`src/rtl/fifo_wr_arbiter.sv`:
```
// fifo_wr_arbiter: round-robin arbiter sharing one FIFO write port among
// NUM_REQ producers, with a bounded burst lock of up to BURST_MAX words.
//
// Ports:
//   clk          system clock, rising edge
//   rst          asynchronous active-high reset
//   req          per-producer write request (level)
//   req_data     producer i word at [i*DATA_WIDTH +: DATA_WIDTH]
//   fifo_full    FIFO full flag; no grant while high
//   gnt          one-hot grant, combinational (word accepted at the edge)
//   fifo_w_en    FIFO write enable (= |gnt)
//   fifo_data_in word of the granted producer, 0 when no grant
//   busy         registered, high while a burst lock is held
//   stall_cnt    (ARB_STATS_EN) saturating count of cycles with |req && fifo_full
//   gnt_total    (ARB_STATS_EN) wrapping count of accepted words
//
// Optional feature macro: ARB_STATS_EN
module fifo_wr_arbiter #(
  parameter int unsigned NUM_REQ    = 4,
  parameter int unsigned DATA_WIDTH = 8,
  parameter int unsigned BURST_MAX  = 4
) (
  input  logic                          clk,
  input  logic                          rst,
  input  logic [NUM_REQ-1:0]            req,
  input  logic [NUM_REQ*DATA_WIDTH-1:0] req_data,
  input  logic                          fifo_full,
  output logic [NUM_REQ-1:0]            gnt,
  output logic                          fifo_w_en,
  output logic [DATA_WIDTH-1:0]         fifo_data_in,
`ifdef ARB_STATS_EN
  output logic [15:0]                   stall_cnt,
  output logic [15:0]                   gnt_total,
`endif
  output logic                          busy
);

  localparam int unsigned IDX_W = $clog2(NUM_REQ);
  localparam int unsigned CNT_W = $clog2(BURST_MAX + 1);
  localparam bit          MULTI = (BURST_MAX > 1);

  typedef enum logic {IDLE, BURST} state_t;

  state_t           state_q;
  logic [IDX_W-1:0] owner_q;
  logic [IDX_W-1:0] last_q;
  logic [CNT_W-1:0] burst_cnt_q;
  logic             busy_q;

  logic             hold_c;
  logic             pick_vld_c;
  logic [IDX_W-1:0] pick_idx_c;
  logic             win_vld_c;
  logic [IDX_W-1:0] win_idx_c;

  // Round-robin pick starting after last, plus grant and data steering.
  // Grant is gated by rst so outputs drop immediately on an async reset.
  always_comb begin
    pick_vld_c   = 1'b0;
    pick_idx_c   = '0;
    gnt          = '0;
    fifo_data_in = '0;
    for (int unsigned k = 1; k <= NUM_REQ; k++) begin
      logic [IDX_W-1:0] cand;
      cand = IDX_W'((32'(last_q) + k) % NUM_REQ);
      if (!pick_vld_c && req[cand]) begin
        pick_vld_c = 1'b1;
        pick_idx_c = cand;
      end
    end
    hold_c    = (state_q == BURST) && req[owner_q] && (burst_cnt_q < CNT_W'(BURST_MAX));
    win_vld_c = !rst && !fifo_full && (hold_c || pick_vld_c);
    win_idx_c = hold_c ? owner_q : pick_idx_c;
    if (win_vld_c) begin
      gnt[win_idx_c] = 1'b1;
      fifo_data_in   = req_data[32'(win_idx_c)*DATA_WIDTH +: DATA_WIDTH];
    end
    fifo_w_en = win_vld_c;
  end

  // Arbitration state; everything holds while the FIFO is full.
  always_ff @(posedge clk or posedge rst) begin
    if (rst) begin
      state_q     <= IDLE;
      owner_q     <= '0;
      last_q      <= IDX_W'(NUM_REQ - 1);
      burst_cnt_q <= '0;
      busy_q      <= 1'b0;
    end else if (!fifo_full) begin
      if (hold_c) begin
        burst_cnt_q <= burst_cnt_q + CNT_W'(1);
        if (burst_cnt_q + CNT_W'(1) == CNT_W'(BURST_MAX)) begin
          state_q <= IDLE;
          busy_q  <= 1'b0;
        end
      end else if (pick_vld_c) begin
        owner_q     <= pick_idx_c;
        last_q      <= pick_idx_c;
        burst_cnt_q <= CNT_W'(1);
        state_q     <= MULTI ? BURST : IDLE;
        busy_q      <= MULTI;
      end else begin
        state_q     <= IDLE;
        busy_q      <= 1'b0;
        burst_cnt_q <= '0;
      end
    end
  end

  assign busy = busy_q;

`ifdef ARB_STATS_EN
  logic [15:0] stall_cnt_q;
  logic [15:0] gnt_total_q;

  // Stall counter saturates; accepted-word counter wraps.
  always_ff @(posedge clk or posedge rst) begin
    if (rst) begin
      stall_cnt_q <= '0;
      gnt_total_q <= '0;
    end else begin
      if (|req && fifo_full && (stall_cnt_q != 16'hFFFF)) stall_cnt_q <= stall_cnt_q + 16'd1;
      if (fifo_w_en) gnt_total_q <= gnt_total_q + 16'd1;
    end
  end

  assign stall_cnt = stall_cnt_q;
  assign gnt_total = gnt_total_q;
`endif

endmodule

```
`config.mk`:
```
export PLATFORM = sky130hd
export DESIGN_NAME = fifo_wr_arbiter
export DESIGN_NICKNAME = d
export VERILOG_FILES = /design/src/rtl/fifo_wr_arbiter.sv
export SDC_FILE = /design/constraint.sdc
export NUM_CORES = 1
export LEC_CHECK = 0
export ABC_AREA = 1
export CORE_UTILIZATION = 45
export DETAILED_ROUTE_END_ITERATION = 10
export PLACE_DENSITY = 0.85
export SETUP_SLACK_MARGIN = 0.02
export SLEW_MARGIN = 20
export SYNTH_ARGS = -nofsm -noshare
export SYNTH_HDL_FRONTEND = slang
export SYNTH_SLANG_ARGS = --single-unit
```
`constraint.sdc`:
```
create_clock -name clk -period 6.91 [get_ports clk]
set_clock_uncertainty 0.2 [all_clocks]
set_input_delay 1.0365 -clock clk [delete_from_list [all_inputs] [get_ports clk]]
set_output_delay 1.0365 -clock clk [all_outputs]
set_load 0.05 [all_outputs]
```
Run 1, M1 wires:
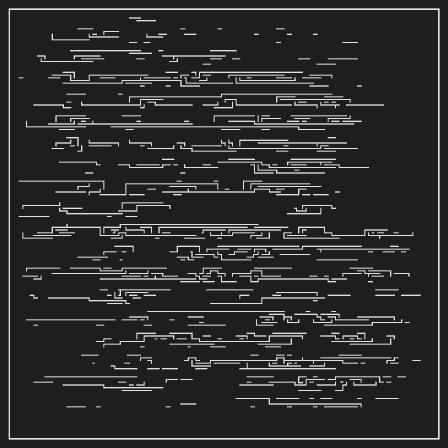
The longest straight run is 23.5 um. The layer holds 46% of the routed length. 250 nets have wire on it. The layer carries 1,460 um of wire.

Run 1, sizing map:
The bar under the picture is 20 um long.
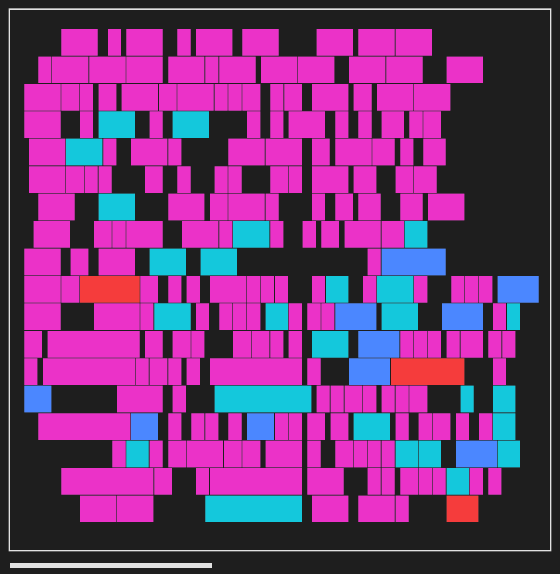
Key: x2 = cyan [cells 26, share 11%]; x3 and x4 = blue [cells 10, share 4.2%]; x6 and larger = red [cells 3, share 1.3%]; x1 and smaller = magenta [cells 201, share 84%]
synthesis-to-layout area growth: 44.4%
final standard cell area without fillers: 0.00173 mm^2

==> results.txt, run 1 <==
Summary of implementation figures.

Final timing
In this build the clock could be raised as far as 201 MHz.

Global route
For this run, global-route usage on met2 was measured as 39.0%. The busiest layer in global routing is met2. The number of global-route vias before repair is 1,135. The largest net degree at the start of global routing is 20.

Run status
The run finished with clean final reports.

Floorplanning
The region available for standard cell placement spans ~0.0025 mm^2. The number of rows created at floorplan is 18.

Place
The instance area at placement is 0.00170 mm^2. STA on the placed design reports a worst setup slack of 1950 ps. RePlAce ended its routability-driven mode at a weighted congestion of 0.842. The total placed cells including tap cells is 266.

Finish
Once layout is complete, the cells apart from fillers number 270. The number of antenna cells inserted is 0. The footprint of the multi-input gates is 846 um^2. The register with the most flip-flops in the final layout is burst_cnt_q.

The largest registers in the layout are burst_cnt_q (3), last_q (2), owner_q (2). The final-layout clock-cell area share is 1.52%. The most frequent logic cell in the layout is nand2_1. The finished design was reported to have a net count of 282. The number of flip-flops under the largest register name is 3. Clock buffers in the final layout number 4.

Routing
The routed length on met1 is 1.46 mm. The routed wire length on met3 is 143 um.

Synthesis
The synthesized netlist net count is 230. Sorting the synthesized cells by area gives the leading types as nand2_1 (19%), dfrtp_1 (13%), nand3_2 (10%). After synthesis, the design contains 189 cells according to Yosys. Yosys printed 0 warnings. The synthesized design contains 0 enable-type register cells.

Critical path
The launch point of the worst reg-to-reg path is last_q[0]$_DFFE_PP1P_. The kind of critical path is in -> out. The data required time reported for the critical path is 5670 ps.

CTS
The total setup buffers inserted after CTS is 0. The maximum buffer depth of the clock tree is 2.

Job
In this run the maximum-capacitance check reported violations numbering 0.
Run 1, metal layers overlaid:
Only two layers are drawn.
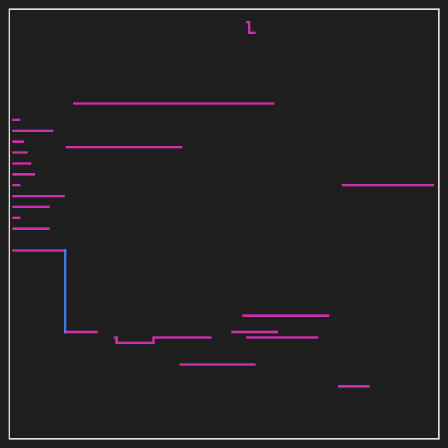
Key: M4 = blue [wire length 10.2 um]; M3 = magenta [wire length 143 um]
Wirelength per Cell: 11.8 um
Routed WL: 3.18 mm
vias post-DR: 1,348
global-route total usage across every layer: 23.2%

[run 1: logic make-up (layout without fill, tap and decap cells)]
logic type	Yosys count	count (layout)	share of synthesized area (%)
and+or+nand+nor	142	142	63.7
buffers and inverters	25	76	12.3
DFF	8	8	17.0
adders and majority gates	2	2	2.09
AOI/OAI and AO/OA	12	12	5.03
[run 1: per-stage QoR]
stage / util (%) / hold slack [ps]
finish: 69.0 / 306
global route: 69.0 / 343
floorplan: - / 255
CTS: 69.0 / 309
detailed placement: 68.0 / 297
global placement: 68.0 / 294
[run 1: worst max-delay path, stage by stage]
cell and delay [ps]:
clkdlybuf4s50_1 490, inv_1 60, o21ai_0 200, nand3_2 240, inv_1 170, nand2_1 100, nand2_4 240, nand4_1 140
nand2_1 110, nor2_1 50, nor2_1 70, clkdlybuf4s50_1 820
Run 1, signal wires on met2:
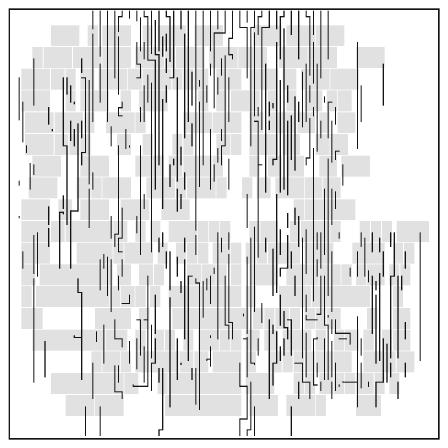

==> run 1 -> run 2 <==
Settings changed: CORE_UTILIZATION 45 to 38, PLACE_DENSITY 0.85 to 0.77.
Clock period 6.91 ns to 4.2 ns, I/O delays scaled along.
Run 2, signal wires on met2:
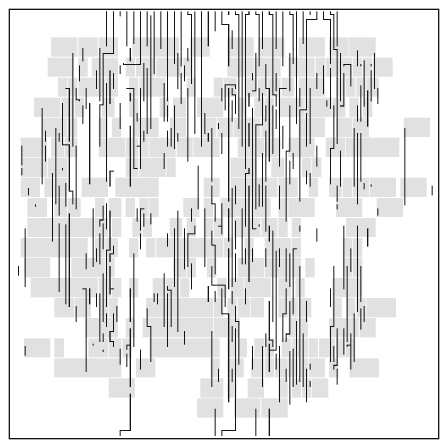
The layer carries 1,570 um of wire. The longest straight run is 20.9 um.

Run 2, the clock network:
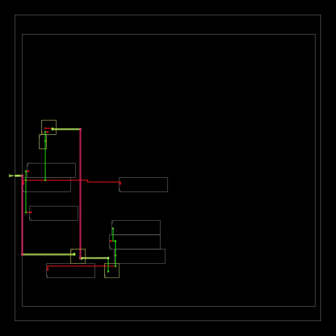
TritonCTS sink count: 8
Seq Cell Count: 8
CTS buffer count: 3
clock tree buffer count of the final layout: 4

Run 2, sizing map:
The bar under the picture is 20 um long.
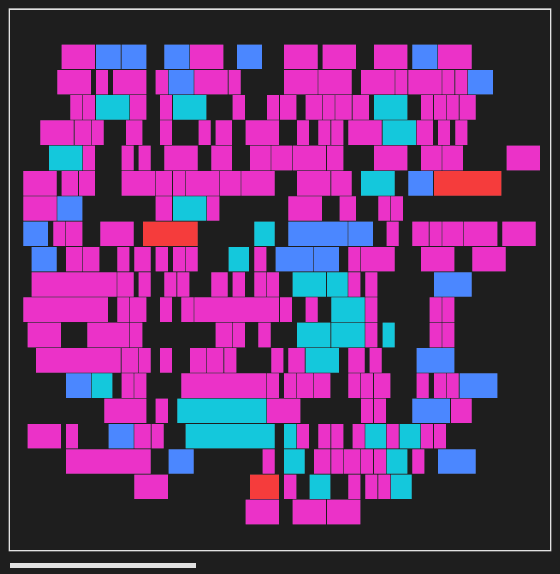
Key: x6 and larger = red [cells 3, share 1.2%]; x2 = cyan [cells 26, share 11%]; x3 and x4 = blue [cells 23, share 9.5%]; x1 and smaller = magenta [cells 189, share 78%]

==> results.txt, run 2 <==
Summary of implementation figures.

Finish
Summing all non-filler instances in the final layout gives an area of 0.00172 mm^2. The largest register by flop count is burst_cnt_q. The post-layout utilization of the core is 59.7%. The final net count is 283. The finished layout holds 283 standard cells, fillers aside. The largest registers in the layout are burst_cnt_q (3), last_q (2), owner_q (2).

Global route
The overall fraction of global-route tracks in use is 20.6%. Global route summary, busiest routing layer listed as met2. The largest net degree at the start of global routing is 20.

Critical path
Per the post-run analysis, buffers plus inverters along the critical path come to 5. The timing report shows that the slowest cell on the worst path is clkdlybuf4s50_1. The launch point of the worst reg-to-reg path is last_q[0]$_DFFE_PP1P_. The kind of critical path is in -> out.

Place
The pre-CTS setup slack is about 640 ps. After detailed placement, the total cell area comes to 0.00169 mm^2.

Final timing
The fmax is 281 MHz.

Run status
The run finished with clean final reports.

Synthesis
The xor/xnor cell area share of the yosys netlist is 0%. The post-synthesis cell count from yosys is 189. Per the synthesis report, the adder-cell share of the synthesized area is 2.09%. The synthesized design contains 0 enable-type register cells. Summing the areas of all and, or, nand and nor instances in the mapped netlist gives 63.7% of the synthesized area. The biggest combinational cell group after synthesis is simple AND/OR/NAND/NOR gates. For reference, compound AND-OR and OR-AND cells occupy around 5% of the area reported after synthesis.

Routing
The routed length on met1 is approximately 1.4 mm. The routed design uses between 100 and 150 um of met3 wire.

Floorplanning
The area of the core region is 0.00288 mm^2.

CTS
The total setup buffers inserted after CTS is 0.
## run 2: netlist changes by cell type in the layout (fill, tap and decap cells not counted), sizes merged
| cell | delta |
|---|---|
| clkdlybuf4s50 | -12 |
| buf | +13 |
## run 2: area by class of cell
type | instances | area [um^2]
fillers | 271 | 1160
multi-input cells | 156 | 846
repair buffers | 53 | 498
flip-flops and latches | 8 | 203
inverters | 20 | 92.6
well taps | 42 | 52.6
clock buffers | 4 | 26.3
